==> config.mk <==
export PLATFORM = sky130hd
export DESIGN_NAME = axi_bus_arbiter
export DESIGN_NICKNAME = d
export VERILOG_FILES = /design/src/rtl/axi_arb_pkg.sv /design/src/rtl/axi_rr_arbiter.sv /design/src/rtl/axi_bus_arbiter.sv
export SDC_FILE = /design/constraint.sdc
export NUM_CORES = 1
export LEC_CHECK = 0
export CAP_MARGIN = 25
export CORE_AREA = 2 2 122 124
export CTS_BUF_LIST = sky130_fd_sc_hd__clkbuf_4 sky130_fd_sc_hd__clkbuf_8 sky130_fd_sc_hd__clkbuf_16
export DETAILED_ROUTE_END_ITERATION = 7
export DIE_AREA = 0 0 124 126
export GPL_TIMING_DRIVEN = 0
export PLACE_DENSITY = 0.53
export SLEW_MARGIN = 40
export SYNTH_ARGS = -nofsm -noshare
export SYNTH_HDL_FRONTEND = slang
export SYNTH_SLANG_ARGS = --single-unit
==> constraint.sdc <==
create_clock -name clk -period 1.2 [get_ports clk]
set_input_delay 0.24 -clock clk [delete_from_list [all_inputs] [get_ports clk]]
set_output_delay 0.24 -clock clk [all_outputs]
set_load 0.02 [all_outputs]
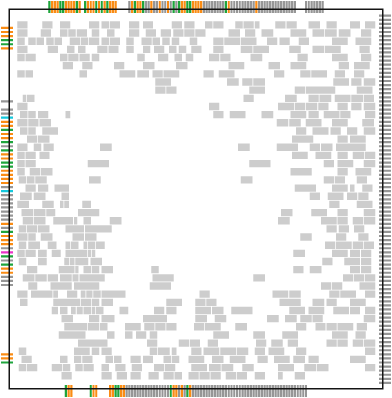
*Ports around the boundary, run 1*
Scale: 3 px per um. Pins as bars across the die edge, other pins in gray.
Key: green = s_rdata [pins 32, direction input, edge 15 top, 11 left, 6 bottom]; magenta = s_aready [pins 1, direction input, edge left]; cyan = m_rready [pins 2, direction input, edge left]; orange = m_rdata [pins 64, direction output, edge 30 top, 22 left, 12 bottom]
Die Wd: 124 um
I/O Buffers: 281
Vert. Die Dim: 126 um

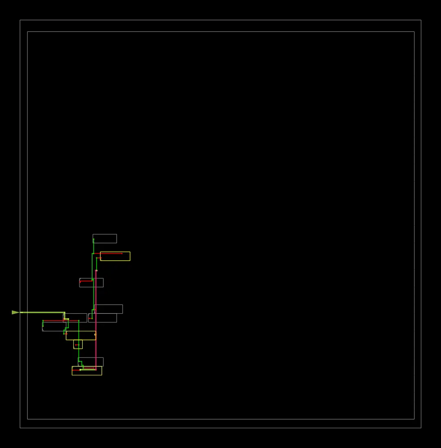
*The clock network, run 1*
clk pwr: 0.605 mW
CTS Sinks: 7
Num CTS Buffers: 3
Layout Skew: 0.001343 ns
registers: 7

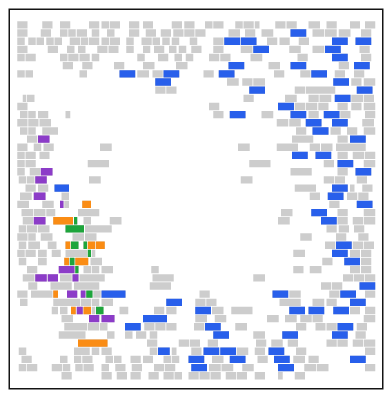
*Logic cells by family, run 1*
Scale: 3 px per um.
Key: green = nand cells [cells 9]; blue = mux cells [cells 68]; purple = nor cells [cells 15]; orange = aoi and oai cells [cells 11]
most frequent logic cell in the layout: clkdlybuf4s50_1
final non-filler cell total: 687
Comb/total area: 24.19%

==> job_summary.md, run 1 <==
### Metrics collected by this job

| Metric | Value |
|---|---|
| Status | finished with violations |
| Failing checks | setup timing |
| Antenna diodes | 0 |
| Seq share, synth | 8.333% |
| I/O pins | ~320 |
| Congestion Overflow GR | 0 |
| Reg2reg setup slack | -0.23 ns |
| Worst-path cell chain | buf_12, buf_12, buf_12, mux2_4, buf_6 |
| Max-slew violations | 0 |
| Max clock buf depth | 2 |
| Core Footprint | between 10000 and 15000 sq um |
| OpenROAD warnings | 29 |
| Vias in the first global route | 2745 |
| Setup ws final | -0.4715 ns |
| Ys async rst share | 0% |
| Yosys synthesis chip area | roughly 1700 sq um |
| Drt pass-1 iters | 4 |
| Final setup TNS | -29.22 ns |
| Req. time, crit path | roughly 0.96 ns |
| WL final | about 11 mm |
| H-Tree Level Count | 1 |
| Cell mode on critical path | buf_12 |
| CP Depth | 5 |
| Die area | 15620 sq um |
| Distinct lib cells | 26 |
| Worst r2r path cells | 6 |
| Via/cell ratio | approximately 3.7 |
| Clock power share | ~16% |
| Hold Crit Class | input pin to flip-flop |
| Final min period | between 1.5 and 2 ns |
| Area after DPL | around 5100 sq um |
| Worst skew pair latency | roughly 0.23 ns |
| Final worst-path cycle share | 139.3% |
| Final setup viols | between 80 and 90 |
| First-pass GRT wire length | roughly 16 mm |
| Cell total in the yosys stat output | 192 |
| RSZ-0062 raised after global routing | yes |
| Avg Inst Size Synth | about 8.8 sq um |
| 1st-iter DRT viols | just under 60 |
| Post-Syn Instances | approximately 190 |
| Clock Root Buffer | clkbuf_16 |
| Most common cell in the netlist | buf_4 |
| Dpl hpwl | around 9.1 mm |
run 1: power groups by stage:
stage / Clock [mW] / Sequential (mW) / Combinational [mW]
after floorplan: 0 / 0.292 / 1.27
after global placement: 0 / 0.280 / 2.52
after detailed placement: 0 / 0.281 / 2.52
after CTS: 0.604 / 0.289 / 2.85
after global routing: 0.615 / 0.295 / 3.04
final: 0.605 / 0.290 / 2.90
run 1: worst reg2reg max path: cells and delay by family, from the launching register on:
| kind | cells | cell delay [ns] |
|---|---|---|
| flip-flops | 1 | 0.36 |
| buffers and inverters | 3 | 0.41 |
| AND-OR/OR-AND | 1 | 0.14 |
| multiplexers | 1 | 0.18 |
| AND/OR/NAND/NOR | 1 | 0.26 |
run 1: stage by stage:
step                      power, mW  util (%)
after global routing          3.945     39.82
after global placement        2.803     35.30
after CTS                     3.742     39.13
final                         3.790     39.82
after detailed placement      2.803     35.30
after floorplan               1.558         -
run 1: what timing repair did:
item / CTS / global route
buffers inserted: 23 / 3
hold buffers: 0 / 0
gates resized: 479 / 38
endpoints found under the setup margin: 84 / 82
pin swaps: 13 / 9
gates cloned: 3 / 0
run 1: cell usage in the layout, fill, tap and decap left out, types with 2 or more instances in the layout:
| master | n |
|---|---|
| clkdlybuf4s50_1 | 199 |
| buf_6 | 80 |
| buf_4 | 76 |
| mux2_4 | 64 |
| buf_12 | 10 |
| dlygate4sd2_1 | 7 |
| nor2_4 | 6 |
| buf_2 | 5 |
| nand2_1 | 4 |
| a21oi_1 | 4 |
| dfxtp_1 | 4 |
| nor3_2 | 3 |
| clkbuf_16 | 3 |
| buf_8 | 2 |
| nand3b_1 | 2 |
| mux2i_4 | 2 |
| inv_1 | 2 |
| buf_16 | 2 |
| dfxtp_4 | 2 |
run 1: cell type report:
class	instances	area, sq um
Buffer	74	663.1
Timing Repair Buffer	308	3177
Multi-Input combinational cell	107	1379
Fill cell	1397	8615
Tap cell	184	230.2
Sequential cell	7	148.9
Inverter	3	18.77
Clock buffer	4	82.58
run 1: per-layer routing:
layer | vias up | wire, um | share of wire, % | GRT usage (%)
li1 | 1219 | - | - | -
met1 | 1174 | 3913 | 34 | 13.93
met2 | 158 | 6104 | 53 | 26.15
met3 | 9 | 1175 | 10 | 2.763
met4 | 0 | 224 | 2.0 | 3.239
met5 | - | 0 | 0 | 0
run 1: cell families (layout without fill, tap and decap cells):
group	after synthesis	count (layout)	synth area share (%)
multiplexers	68	68	45.31
buffers and inverters	78	389	32.66
flip-flops	7	7	8.333
AND/OR/NAND/NOR	26	26	8.185
AND-OR/OR-AND	12	12	5.282
other	1	1	0.2230
### Signal wires by layer, run 1

Scale: 2 px per um. Two of the layers only.
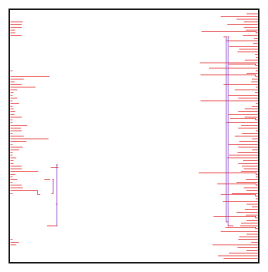

## Run 2: what changed since run 1
- ABC_AREA: unset -> 1
- CORE_AREA: 2 2 122 124 -> 2 2 123 125
- DIE_AREA: 0 0 124 126 -> 0 0 125 127
- SLEW_MARGIN: 40 -> 10
- clock period: 1.2 -> 1.5 ns (I/O delays scaled with it)
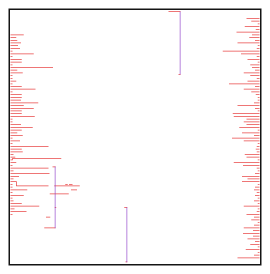
*Signal wires by layer, run 2*
Scale: 2 px per um. Two of the layers only.
Key: red = M3 [wire length 836 um]; purple = M4 [wire length 89.1 um]
WL final: 11.01 mm
DR WL/cell: 13.35 um

==> run 2 against run 1 <==
Against the previous run:
- clock power fell by 21%
- power fell by 19%
- the flow still finishes with violations (setup timing)
- area after synthesis rose by 0.89%
- largest power group unchanged
- critical path type unchanged
==> job_summary.md, run 2 <==
### Metrics collected by this job

| Metric | Value |
|---|---|
| Die Wd | 125 um (+0.81%) |
| Worst r2r path cells | 8 (+2) |
| Num CTS Buffers | 3 (unchanged) |
| CP Depth | 6 (+1) |
| Most common logic cells in the final layout | clkdlybuf4s50_1, nand2_1, buf_4 |
| I/O pins | 315 (unchanged) |
| Final setup TNS | -1.897 ns (+27.33 ns) |
| Adder Share, Synth | 0% (unchanged) |
| Yosys synthesis chip area | 1697 sq um (+0.89%) |
| Max-slew violations | 0 (unchanged) |
| 1st-iter DRT viols | 58 (-1.7%) |
| Vert. Die Dim | 127 um (+0.79%) |
| Reg2reg setup slack | 0.15 ns (+0.38 ns) |
| Synth mux share | 0% (-45 points) |
| Final core occ | 38.11% (-1.7 points) |
| Setup ws final | -0.08383 ns (+0.3877 ns) |
| Dpl hpwl | 8.959 mm (-2.0%) |
| CTS Sinks | 7 (unchanged) |
| Avg Inst Size Synth | 4.932 sq um (-44%) |
| Status | finished with violations |
| Antenna diodes | 0 (unchanged) |
| Layout Skew | 0.004798 ns (+0.003455 ns) |
| Final worst-path cycle share | 105.6% |
| Yosys simple share | 52.51% (+44 points) |
| P&R area growth vs syn | 224.0% |
| Cell total in the yosys stat output | 344 (+79%) |
| Post-CTS Hold Buffers | 0 (unchanged) |
| Vias in the first global route | 3003 (+9.4%) |
| Drt pass-1 iters | 4 (unchanged) |
| Distinct lib cells | 15 (-42%) |
| Final setup viols | 57 (-30%) |
| Post-Syn Instances | 344 (+79%) |
| I/O Buffers | 281 (unchanged) |
| Core Footprint | 14420 sq um (+0.77%) |
| Congestion Overflow GR | 0 (unchanged) |
| Final non-filler cell total | 825 (+20%) |
| Via/cell ratio | 3.766 (+1.1%) |
| Die area | 15880 sq um (+1.6%) |
| Max clock buf depth | 2 (unchanged) |
| Most common cell in the netlist | nand2_1 |
| Area after DPL | 4740 sq um (-6.2%) |
| RSZ-0062 raised after global routing | yes |
| H-Tree Level Count | 1 (unchanged) |
| Fill cells | 1494 (+6.9%) |
| Worst-path cell chain | buf_12, buf_12, clkbuf_16, nand2_2, nand2_2, buf_6 |
| Logic family by area | simple AND/OR/NAND/NOR gates |
| Clock Root Buffer | clkbuf_16 |
| Failing checks | setup timing |
| Worst skew pair latency | 0.23 ns (about the same) |
-- run 2: repair_timing --
item,CTS,global route
setup endpoints to repair,74,75
buffers inserted,4,3
pin swaps,9,33
cloned,3,3
endpoints found under the hold margin,0,0
resized,453,135
-- run 2: routing by layer --
metal | GRT usage [%] | share of wire, %
met1 | 12.71 | 37
met2 | 23.88 | 55
met3 | 2.806 | 7.6
met4 | 1.503 | 0.81
met5 | 0 | 0
-- run 2: logic make-up (layout without fill, tap and decap cells) --
family,Yosys count,after routing
AOI/OAI and AO/OA,10,10
buffers and inverters,94,391
DFF,7,7
other,1,1
and+or+nand+nor,232,232
-- run 2: tightest hold or removal path: cells and delay by family --
kind	cells	cell delay, ns
buf+inv	3	0.25
compound gates	1	0.07
simple gates	1	0.04
-- run 2: layout make-up --
| class | count | area (sq um) | share of cell area, % |
|---|---|---|---|
| tap | 184 | 230.2 | 4.188 |
| sequential | 7 | 148.9 | 2.709 |
| buffer | 80 | 711.9 | 12.95 |
| inverter | 14 | 62.56 | 1.138 |
| clock buffer | 4 | 82.58 | 1.502 |
| timing repair buffer | 293 | 2989 | 54.38 |
| multi-input combinational | 243 | 1271 | 23.13 |
-- run 2: power by group through the flow --
stage | Combinational [mW] | Sequential, mW | Clock [mW]
finish | 2.35 | 0.251 | 0.478
global route | 2.49 | 0.255 | 0.499
CTS | 2.13 | 0.243 | 0.483
detailed placement | 2.01 | 0.238 | 0
global placement | 2.00 | 0.237 | 0
floorplan | 0.894 | 0.252 | 0
No activity file was given, so power comes from the tool's default toggle rates.
